**src/rtl/div_pkg.sv**
```systemverilog
// Shared encodings and constants for the multi-cycle divide unit.
package div_pkg;

  typedef enum logic [1:0] {
    OP_DIV  = 2'b00,
    OP_DIVU = 2'b01,
    OP_REM  = 2'b10,
    OP_REMU = 2'b11
  } div_op_e;

  typedef enum logic [1:0] {
    IDLE = 2'b00,
    CALC = 2'b01,
    DONE = 2'b10
  } div_state_e;

  localparam int          DIV_ITER      = 32;
  localparam logic [31:0] DIV_BY_ZERO_Q = 32'hFFFF_FFFF;
  localparam logic [31:0] INT_MIN       = 32'h8000_0000;

endpackage

```
**src/rtl/div_step.sv**
```systemverilog
// One restoring shift-subtract iteration: produces the next partial remainder
// and shifts one quotient bit into the dividend register.
module div_step #(
  parameter int WIDTH = 32
) (
  input  logic [WIDTH:0]   rem,
  input  logic [WIDTH-1:0] dvd,
  input  logic [WIDTH-1:0] dvs,
  output logic [WIDTH:0]   rem_nxt,
  output logic [WIDTH-1:0] dvd_nxt
);

  logic [WIDTH:0]        shifted;
  logic signed [WIDTH:0] trial;
  logic                  take;

  always_comb begin
    shifted = {rem[WIDTH-1:0], dvd[WIDTH-1]};
    trial   = $signed(shifted - {1'b0, dvs});
    // A set top remainder bit would mean the shifted value already exceeds any divisor.
    take    = rem[WIDTH] | ~trial[WIDTH];
    rem_nxt = take ? $unsigned(trial) : shifted;
    dvd_nxt = {dvd[WIDTH-2:0], take};
  end

endmodule

```
**src/rtl/div_unit.sv**
```systemverilog
// 32-bit signed/unsigned divide and remainder unit, one quotient bit per cycle,
// with start/busy/done handshake and early exit for divide-by-zero and overflow.
module div_unit
  import div_pkg::*;
#(
  parameter int WIDTH = 32
) (
  input  logic             clk,
  input  logic             rst_n,
  input  logic             start,
  input  logic [1:0]       op,
  input  logic [WIDTH-1:0] op_A,
  input  logic [WIDTH-1:0] op_B,
  output logic             busy,
  output logic             done,
  output logic [WIDTH-1:0] result,
  output logic             div_zero
);

  div_state_e       state, state_nxt;
  div_op_e          op_q;
  logic             q_neg, r_neg;
  logic [WIDTH-1:0] dvd, dvs, dvd_nxt;
  logic [WIDTH:0]   rem, rem_nxt;
  logic [5:0]       cnt;

  logic             accept, is_signed, by_zero, overflow, special, last;
  logic [WIDTH-1:0] abs_a, abs_b, special_res, q_fix, r_fix;

  function automatic logic [WIDTH-1:0] cond_neg(input logic [WIDTH-1:0] v, input logic neg);
    return neg ? -v : v;
  endfunction

  always_comb begin
    accept      = start && (state != CALC);
    is_signed   = ~op[0];
    by_zero     = (op_B == '0);
    overflow    = is_signed && (op_A == WIDTH'(INT_MIN)) && (op_B == '1);
    special     = by_zero || overflow;
    abs_a       = cond_neg(op_A, is_signed && op_A[WIDTH-1]);
    abs_b       = cond_neg(op_B, is_signed && op_B[WIDTH-1]);
    special_res = by_zero ? (op[1] ? op_A : WIDTH'(DIV_BY_ZERO_Q))
                          : (op[1] ? '0   : WIDTH'(INT_MIN));
    last        = (cnt == 6'(DIV_ITER - 1));
    q_fix       = cond_neg(dvd_nxt, q_neg);
    r_fix       = cond_neg(rem_nxt[WIDTH-1:0], r_neg);
  end

  div_step #(.WIDTH(WIDTH)) u_step (
    .rem     (rem),
    .dvd     (dvd),
    .dvs     (dvs),
    .rem_nxt (rem_nxt),
    .dvd_nxt (dvd_nxt)
  );

  always_ff @(posedge clk) begin
    if (!rst_n) state <= IDLE;
    else        state <= state_nxt;
  end

  always_comb begin
    state_nxt = state;
    busy      = 1'b0;
    done      = 1'b0;
    case (state)
      IDLE: ;
      CALC: begin
        busy = 1'b1;
        if (last) state_nxt = DONE;
      end
      DONE: begin
        done      = 1'b1;
        state_nxt = IDLE;
      end
      default: state_nxt = IDLE;
    endcase
    if (accept) state_nxt = special ? DONE : CALC;
  end

  // Control and visible outputs: counter, result and div_zero
  always_ff @(posedge clk) begin
    if (!rst_n) begin
      cnt      <= '0;
      result   <= '0;
      div_zero <= 1'b0;
    end else if (accept) begin
      cnt <= '0;
      if (special) begin
        result   <= special_res;
        div_zero <= by_zero;
      end
    end else if (state == CALC) begin
      cnt <= cnt + 6'd1;
      if (last) begin
        result   <= ((op_q == OP_REM) || (op_q == OP_REMU)) ? r_fix : q_fix;
        div_zero <= 1'b0;
      end
    end
  end

  // Iteration datapath: operand magnitudes, shifting quotient and partial remainder
  always_ff @(posedge clk) begin
    if (accept) begin
      op_q  <= div_op_e'(op);
      q_neg <= is_signed && (op_A[WIDTH-1] ^ op_B[WIDTH-1]);
      r_neg <= is_signed && op_A[WIDTH-1];
      dvd   <= abs_a;
      dvs   <= abs_b;
      rem   <= '0;
    end else if (state == CALC) begin
      dvd <= dvd_nxt;
      rem <= rem_nxt;
    end
  end

endmodule

```
**config.mk**
```make
export PLATFORM = sky130hd
export DESIGN_NAME = div_unit
export DESIGN_NICKNAME = d
export VERILOG_FILES = /design/src/rtl/div_pkg.sv /design/src/rtl/div_step.sv /design/src/rtl/div_unit.sv
export SDC_FILE = /design/constraint.sdc
export NUM_CORES = 1
export LEC_CHECK = 0
export CAP_MARGIN = 20
export CORE_MARGIN = 4
export CORE_UTILIZATION = 55
export DETAILED_ROUTE_END_ITERATION = 7
export HOLD_SLACK_MARGIN = 0.03
export PLACE_DENSITY = 0.77
export SETUP_SLACK_MARGIN = 0.05
export SLEW_MARGIN = 10
export SYNTH_ARGS = -nofsm -noshare
export SYNTH_HDL_FRONTEND = slang
export SYNTH_HIERARCHICAL = 1
export SYNTH_SLANG_ARGS = --single-unit
```
**constraint.sdc**
```tcl
create_clock -name clk -period 5.4 [get_ports clk]
set_input_delay 0.54 -clock clk [delete_from_list [all_inputs] [get_ports clk]]
set_output_delay 0.54 -clock clk [all_outputs]
set_load 0.005 [all_outputs]
```
==> metrics.yaml <==
timing:
  setup_ws_ns: 0.306
  fin_crit_sh_pct: 94.3
  period_needed_ns: 5.09
  tns_ns: 0
  hold_viol_final: 0
  hold_ws_ns: 0.480
  rsz0062_at_grt: "no"
  final_max_slew_viol_count: 0
clock_tree:
  cts_tree: "built"
  cts_root_buf: "clkbuf_16"
  hold_buffers: 0
  cts.clk_slew.worst_paths_ns: 0.06
  clk_path_buf_depth: 2
synth:
  syn-mean-instance-area_um2: 8.12
  synthTopCellsByArea: "edfxtp_1 18%, dfxtp_1 13%, xnor2_1 6.6%"
  topCombFamilyByArea: "AND-OR/OR-AND gates"
  synth.top_cell.area_share_pct: 18.3
  aoi_share_pct: 22.7
  synth.distinct_cells: 75
  ys_seq_share_pct: 31.7
placed_design:
  gp_congestion: 0.917
  dp_slack_ns: 0.177
layout:
  syn_to_final_growth_pct: 14.6
  drive_gt1_share_pct: 6.39
  diodes: 0
drt:
  wire_per_inst_um: 18.7
  drt-pass1-iter-count: 8
  drtIter0Drc: 762
  routed-via-count: 10400
  vias_per_cell: 6.19
  post-route-drc-count: 0
hold_path:
  min_path_cells: 2
  min_to: "rem[14]"
  min_from: "rem[14]"
critical_path:
  cp_max_fo: 15
  regToRegEndpoint: "result[29]"
  critPathKind: "register to register"
floorplan:
  ios: 104
  dieArea_um2: 22400
  die_width_um: 150
  chipHeight_um: 150
run:
  warning_count: 27
  drv_cap: 0
outcome:
  outcome: "complete, no violations"
grt:
  first_global_vias: 9681
  grt_max_degree: 74
  grt_pass1_wl_mm: 49.7
  antenna_found_initial: 0
pwr:
  p_leak_nw: 4.92
==> power breakdown <==
group / switching [mW] / leakage, nW / internal [mW]
registers: 0.156 / 1.26 / 1.28
clock network: 0.452 / 0.287 / 0.782
logic: 1.80 / 3.37 / 1.20
total: 2.41 / 4.92 / 3.26
==> final cells by class <==
type,instances,area (um^2)
fillers,1693,6960
multi-input cells,1039,6740
flip-flops and latches,141,3490
repair buffers,125,1200
clock buffers,24,462
well taps,265,332
inverters,72,273
clock inverters,8,140
==> metal layers <==
layer,GRT usage (%),part of all wire (%)
met4,9.84,3.3
met5,0,0
met1,36.1,43
met2,47.0,49
met3,3.94,5.3
==> placed cells by master, fill, tap and decap left out, types with 10 or more instances in the layout <==
cell / count
nand2_1: 166
clkdlybuf4s50_1: 103
xnor2_1: 83
nor2_1: 76
dfxtp_1: 74
o21ai_0: 72
a21oi_1: 69
inv_1: 67
edfxtp_1: 67
xor2_1: 58
o21ai_1: 52
nand3_1: 46
ha_1: 38
o31ai_1: 36
nor3_1: 26
a31oi_1: 24
nand4_1: 24
buf_4: 22
o211ai_1: 21
o41ai_1: 20
nor4_1: 17
clkbuf_16: 17
nand2b_1: 16
or4_1: 16
or3_1: 16
mux2_1: 16
a21o_1: 15
o31a_1: 10
==> metrics by stage <==
step                      instances  util, %  total power [mW]
after detailed placement       1641     61.3              4.32
after global placement         1641     61.3              4.28
after CTS                      1673     64.3              5.57
final                          1674     64.5              5.68
after global routing           1674     64.5              6.00
after floorplan                1357        -              3.66
==> worst max path at each step <==
stage / from / end / slack, ns
3_5_place_dp: dvd[31] / result[24] / 0.18
4_1_cts: dvd[31] / result[24] / 0.15
3_3_place_gp: dvd[31] / result[29] / 0.27
5_1_grt: dvd[31] / result[29] / 0.08
2_1_floorplan: dvd[31] / result[31] / 0.66
6_report: dvd[31] / result[29] / 0.31
==> registers in the layout, indices dropped and copies added (netlist names) <==
register  flops
cnt           6
state         2
dvs          32
div_zero      1
result       32
r_neg         1
op_q          1
dvd          32
rem          33
q_neg         1
==> worst max-delay path: cells and delay by family (launching register included) <==
kind | cells | cell delay (ns)
xor gates and xnor gates | 1 | 0.10
muxes | 1 | 0.40
and+or+nand+nor | 4 | 1.37
buffers and inverters | 3 | 0.40
DFF | 1 | 0.34
adders and majority gates | 2 | 0.61
AOI/OAI and AO/OA | 8 | 1.71
==> logic make-up after synthesis <==
group | after synthesis
simple gates | 450
compound gates | 384
buf+inv | 177
xor+xnor | 141
flops | 141
fa+ha+maj | 39
mux | 25
### The metal 1 layer

Drawn at 2 px/um. Supply wires on this layer in gray.
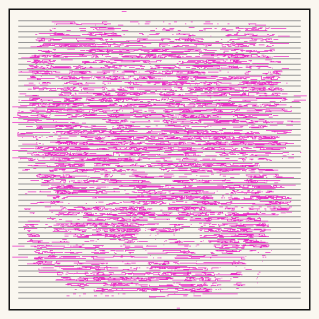
main direction: horizontal
longest straight run: 48.3 um
wire length on this layer: 13300 um
share of all routed wire: 43%
nets with wire on the layer: 1408

### Gate-type map

Drawn at 3 px/um.
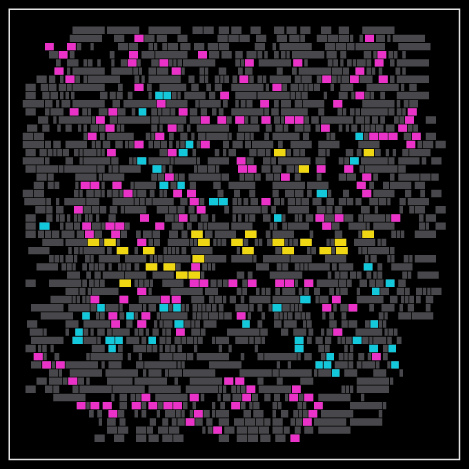
[AND-OR and OR-AND gates] cyan | cells: 45
[multiplexers] yellow | cells: 25
[XOR/XNOR gates] magenta | cells: 141 | where: spread over the die

### Metal layers overlaid

Drawn at 2 px/um. Two of the layers only.
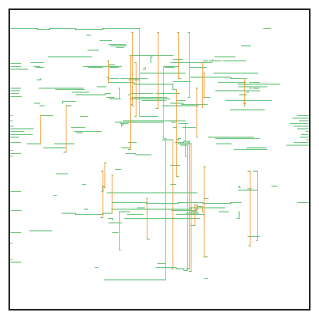
[met3] green | wire length: 1670 um
[met4] orange | wire length: 1020 um

Power figures rest on the tool's default switching activity, not on a simulated workload.
